<file path="src/rtl/mem_arbiter.sv">
// rtl/mem_arbiter.sv - round-robin arbiter of instruction-fetch and load/store requests onto one memory bus
//
// Purpose: grants one of two requesters (fetch, data) per bus transaction,
// drives the memory bus for the duration of the transaction, returns read
// data and a one-cycle done pulse, and aborts a transaction that sees no
// mem_ready within TIMEOUT cycles.
//
// Ports:
//   clock, reset                 rising-edge clock, synchronous active-high reset
//   fetch_req, fetch_addr        fetch request (held until fetch_done) and address
//   fetch_done, fetch_rdata      one-cycle completion pulse and fetched word
//   data_req, data_we            load/store request (held until data_done), 1=store
//   data_addr, data_wdata        load/store address and store data
//   data_done, data_rdata        one-cycle completion pulse and load result
//   mem_valid, mem_address       bus transaction active and bus address
//   mem_rw, mem_datao            bus direction (1=read) and write data
//   mem_data, mem_ready          read data and completion from memory
//   err                          transaction timed out, valid with a done pulse

module mem_arbiter #(
    parameter int unsigned TIMEOUT = 15
) (
    input  logic        clock,
    input  logic        reset,
    input  logic        fetch_req,
    input  logic [31:0] fetch_addr,
    output logic        fetch_done,
    output logic [31:0] fetch_rdata,
    input  logic        data_req,
    input  logic        data_we,
    input  logic [31:0] data_addr,
    input  logic [31:0] data_wdata,
    output logic        data_done,
    output logic [31:0] data_rdata,
    output logic        mem_valid,
    output logic [31:0] mem_address,
    output logic        mem_rw,
    output logic [31:0] mem_datao,
    input  logic [31:0] mem_data,
    input  logic        mem_ready,
    output logic        err
);

    typedef enum logic [1:0] {
        IDLE = 2'd0,
        BUSY = 2'd1,
        RESP = 2'd2
    } state_t;

    localparam logic [7:0] LAST_BUSY_CNT = 8'(TIMEOUT - 1);

    state_t      state;
    state_t      state_next;

    logic        last_data;     // 1 when the previous grant went to data
    logic        cur_data;      // requester owning the current transaction
    logic        grant_data;
    logic        any_req;
    logic        timeout_hit;
    logic [7:0]  busy_cnt;
    logic [31:0] addr_q;
    logic [31:0] wdata_q;
    logic        rw_q;
    logic        err_q;
    logic [31:0] fetch_rdata_q;
    logic [31:0] data_rdata_q;

    assign any_req     = fetch_req | data_req;
    // On contention the requester that lost last time wins.
    assign grant_data  = data_req & (~fetch_req | ~last_data);
    assign timeout_hit = (busy_cnt == LAST_BUSY_CNT);

    always_ff @(posedge clock) begin
        if (reset) begin
            state <= IDLE;
        end else begin
            state <= state_next;
        end
    end

    always_comb begin
        state_next = state;
        case (state)
            IDLE:    if (any_req) state_next = BUSY;
            BUSY:    if (mem_ready || timeout_hit) state_next = RESP;
            RESP:    state_next = IDLE;
            default: state_next = IDLE;
        endcase
    end

    always_ff @(posedge clock) begin
        if (reset) begin
            last_data     <= 1'b1;
            cur_data      <= 1'b0;
            busy_cnt      <= 8'd0;
            addr_q        <= 32'd0;
            wdata_q       <= 32'd0;
            rw_q          <= 1'b1;
            err_q         <= 1'b0;
            fetch_rdata_q <= 32'd0;
            data_rdata_q  <= 32'd0;
        end else begin
            case (state)
                IDLE: begin
                    if (any_req) begin
                        cur_data  <= grant_data;
                        last_data <= grant_data;
                        addr_q    <= grant_data ? data_addr : fetch_addr;
                        wdata_q   <= grant_data ? data_wdata : 32'd0;
                        rw_q      <= grant_data ? ~data_we : 1'b1;
                        busy_cnt  <= 8'd0;
                        err_q     <= 1'b0;
                    end
                end
                BUSY: begin
                    // mem_ready takes priority over a timeout in the same cycle.
                    if (mem_ready) begin
                        err_q <= 1'b0;
                        if (rw_q) begin
                            if (cur_data) data_rdata_q  <= mem_data;
                            else          fetch_rdata_q <= mem_data;
                        end
                    end else if (timeout_hit) begin
                        err_q <= 1'b1;
                        if (cur_data) data_rdata_q  <= 32'd0;
                        else          fetch_rdata_q <= 32'd0;
                    end else begin
                        busy_cnt <= busy_cnt + 8'd1;
                    end
                end
                default: begin
                end
            endcase
        end
    end

    assign mem_valid   = (state == BUSY);
    assign mem_address = mem_valid ? addr_q  : 32'd0;
    assign mem_datao   = mem_valid ? wdata_q : 32'd0;
    assign mem_rw      = mem_valid ? rw_q    : 1'b1;

    assign fetch_done  = (state == RESP) & ~cur_data;
    assign data_done   = (state == RESP) &  cur_data;
    assign err         = (state == RESP) &  err_q;
    assign fetch_rdata = fetch_rdata_q;
    assign data_rdata  = data_rdata_q;

endmodule

</file>
<file path="config.mk">
export PLATFORM = sky130hd
export DESIGN_NAME = mem_arbiter
export DESIGN_NICKNAME = d
export VERILOG_FILES = /design/src/rtl/mem_arbiter.sv
export SDC_FILE = /design/constraint.sdc
export NUM_CORES = 1
export LEC_CHECK = 0
export ABC_CLOCK_PERIOD_IN_PS = 4500
export CORE_AREA = 2 2 117 119
export CTS_CLUSTER_DIAMETER = 120
export DETAILED_ROUTE_END_ITERATION = 7
export DIE_AREA = 0 0 119 121
export MAX_ROUTING_LAYER = met4
export PLACE_DENSITY = 0.91
export SYNTH_ARGS = -nofsm -noshare
export SYNTH_HDL_FRONTEND = slang
export SYNTH_SLANG_ARGS = --single-unit
</file>
<file path="constraint.sdc">
create_clock -name clock -period 4.5 [get_ports clock]
set_input_delay 0.9 -clock clock [delete_from_list [all_inputs] [get_ports clock]]
set_output_delay 0.9 -clock clock [all_outputs]
set_load 0.05 [all_outputs]
</file>
==> results_dict.tcl <==
# collected from the flow reports
set metrics [dict create \
    p_int_mw 2.43 \
    ys_seq_share_pct 49.7 \
    power_frac_seq_pct 41.0 \
    endpoint "mem_datao[8]" \
    tightestPinTransition_ns 0.897 \
    outcome "finished, final reports clean" \
    aoi_share_pct 23.1 \
    final_max_slew_viol_count 0 \
    largestClassByArea "registers" \
    synthArstFlopShare_pct 0 \
    area_growth_pct 57.8 \
    min_from "data_rdata[28]" \
    most_common_cell "dfxtp_1" \
    setup_slack_ns 0.948 \
    die_area_mm2 0.0144 \
    cts_buffer_depth 2 \
    busiest_layer "met2" \
    gr-total-overflow 0 \
    grt_max_degree 85 \
    met2RoutedLength_um 8380 \
    grt_use_met2_pct 40.6 \
    crit_path_start "state[0]" \
    rsz0062_at_grt "no" \
    drtIter0Drc 374 \
    slew_headroom_pct 40.2 \
    gp_congestion 0.780 \
    worstPathArrival_ns 2.65 \
    num-multi-input-gates 366 \
    clkbuf_count 20 \
    xor_share_pct 0 \
    top_cell_area_share_pct 49.7 \
    final_cell_count_no_fill 994 \
    clkCellAreaFrac_pct 6.34 \
    holdBufCountCts 0 \
    cp-end-kind "output port" \
    warnings 28 \
    hold_class "flop to flop" \
    p_leak_nw 3.28 \
    logic_family "AND-OR/OR-AND gates" \
    cp_top_family "buffers and inverters" \
]
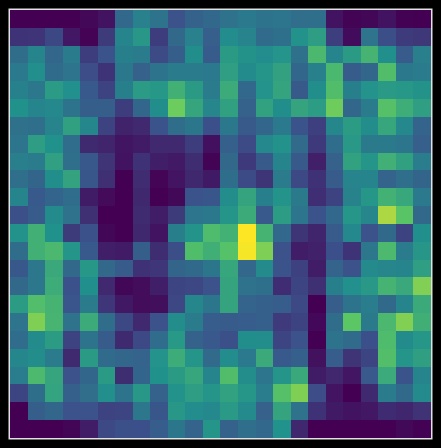
route_heat.png
24 x 24 tiles, from dark purple (low) to yellow (high), scaled to the fullest tile. Values are wire area over tile area, all layers added.
nearly empty tiles = 5.7%
mean over tiles = 0.18
tiles over half the peak = 24%
fullest tile = 0.51
drt wl/cell: 16.3 um
Vias: 5325
Tot GR Track Use: 23.1%
routed wire length: 16200 um

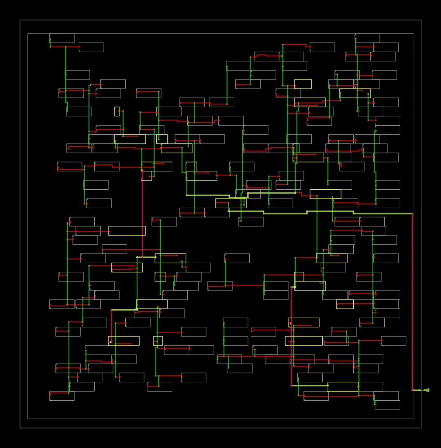
clock_nets.png
clock distribution power: 1.35 mW
Clock Latency Late Sink: 0.40 ns
Num CTS Buffers: 17

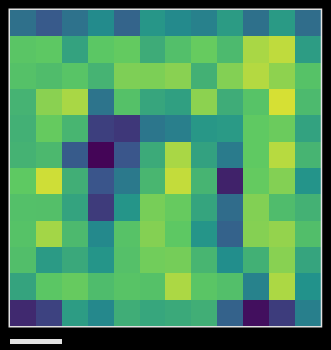
util_map.png
The bar under the picture is 20 um long. 12 x 12 tiles, from dark purple (low) to yellow (high), 0 to 100% covered.
fullest tile = 94%
mean over tiles = 61%
tiles over 75% full = 26%
nearly empty tiles = 0.70%
Finished Core Util: 68.9%
Core ar.: 0.0131 mm^2
fp util: 43.7%

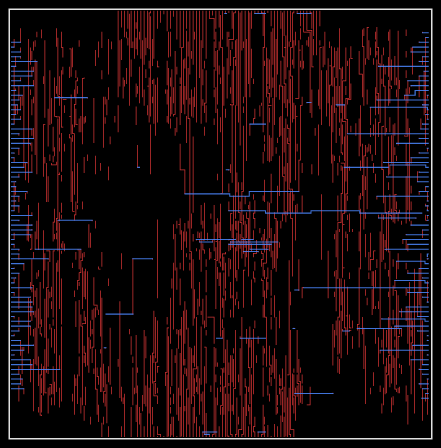
layers.png
Two of the layers only.
blue -> M3  # wire length 899 um
red -> M2  # wire length 8380 um

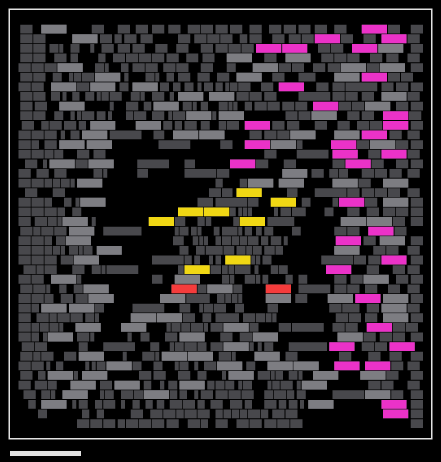
ff_map.png
The bar under the picture is 20 um long.
magenta -> `data_rdata`  # sequential cells 32
yellow -> `busy_cnt`  # sequential cells 8, where centre
red -> `state`  # sequential cells 2
not coloured = 100
seq pwr: 1.37 mW
Register Area: 0.00284 mm^2

No activity file was given, so power comes from the tool's default toggle rates.
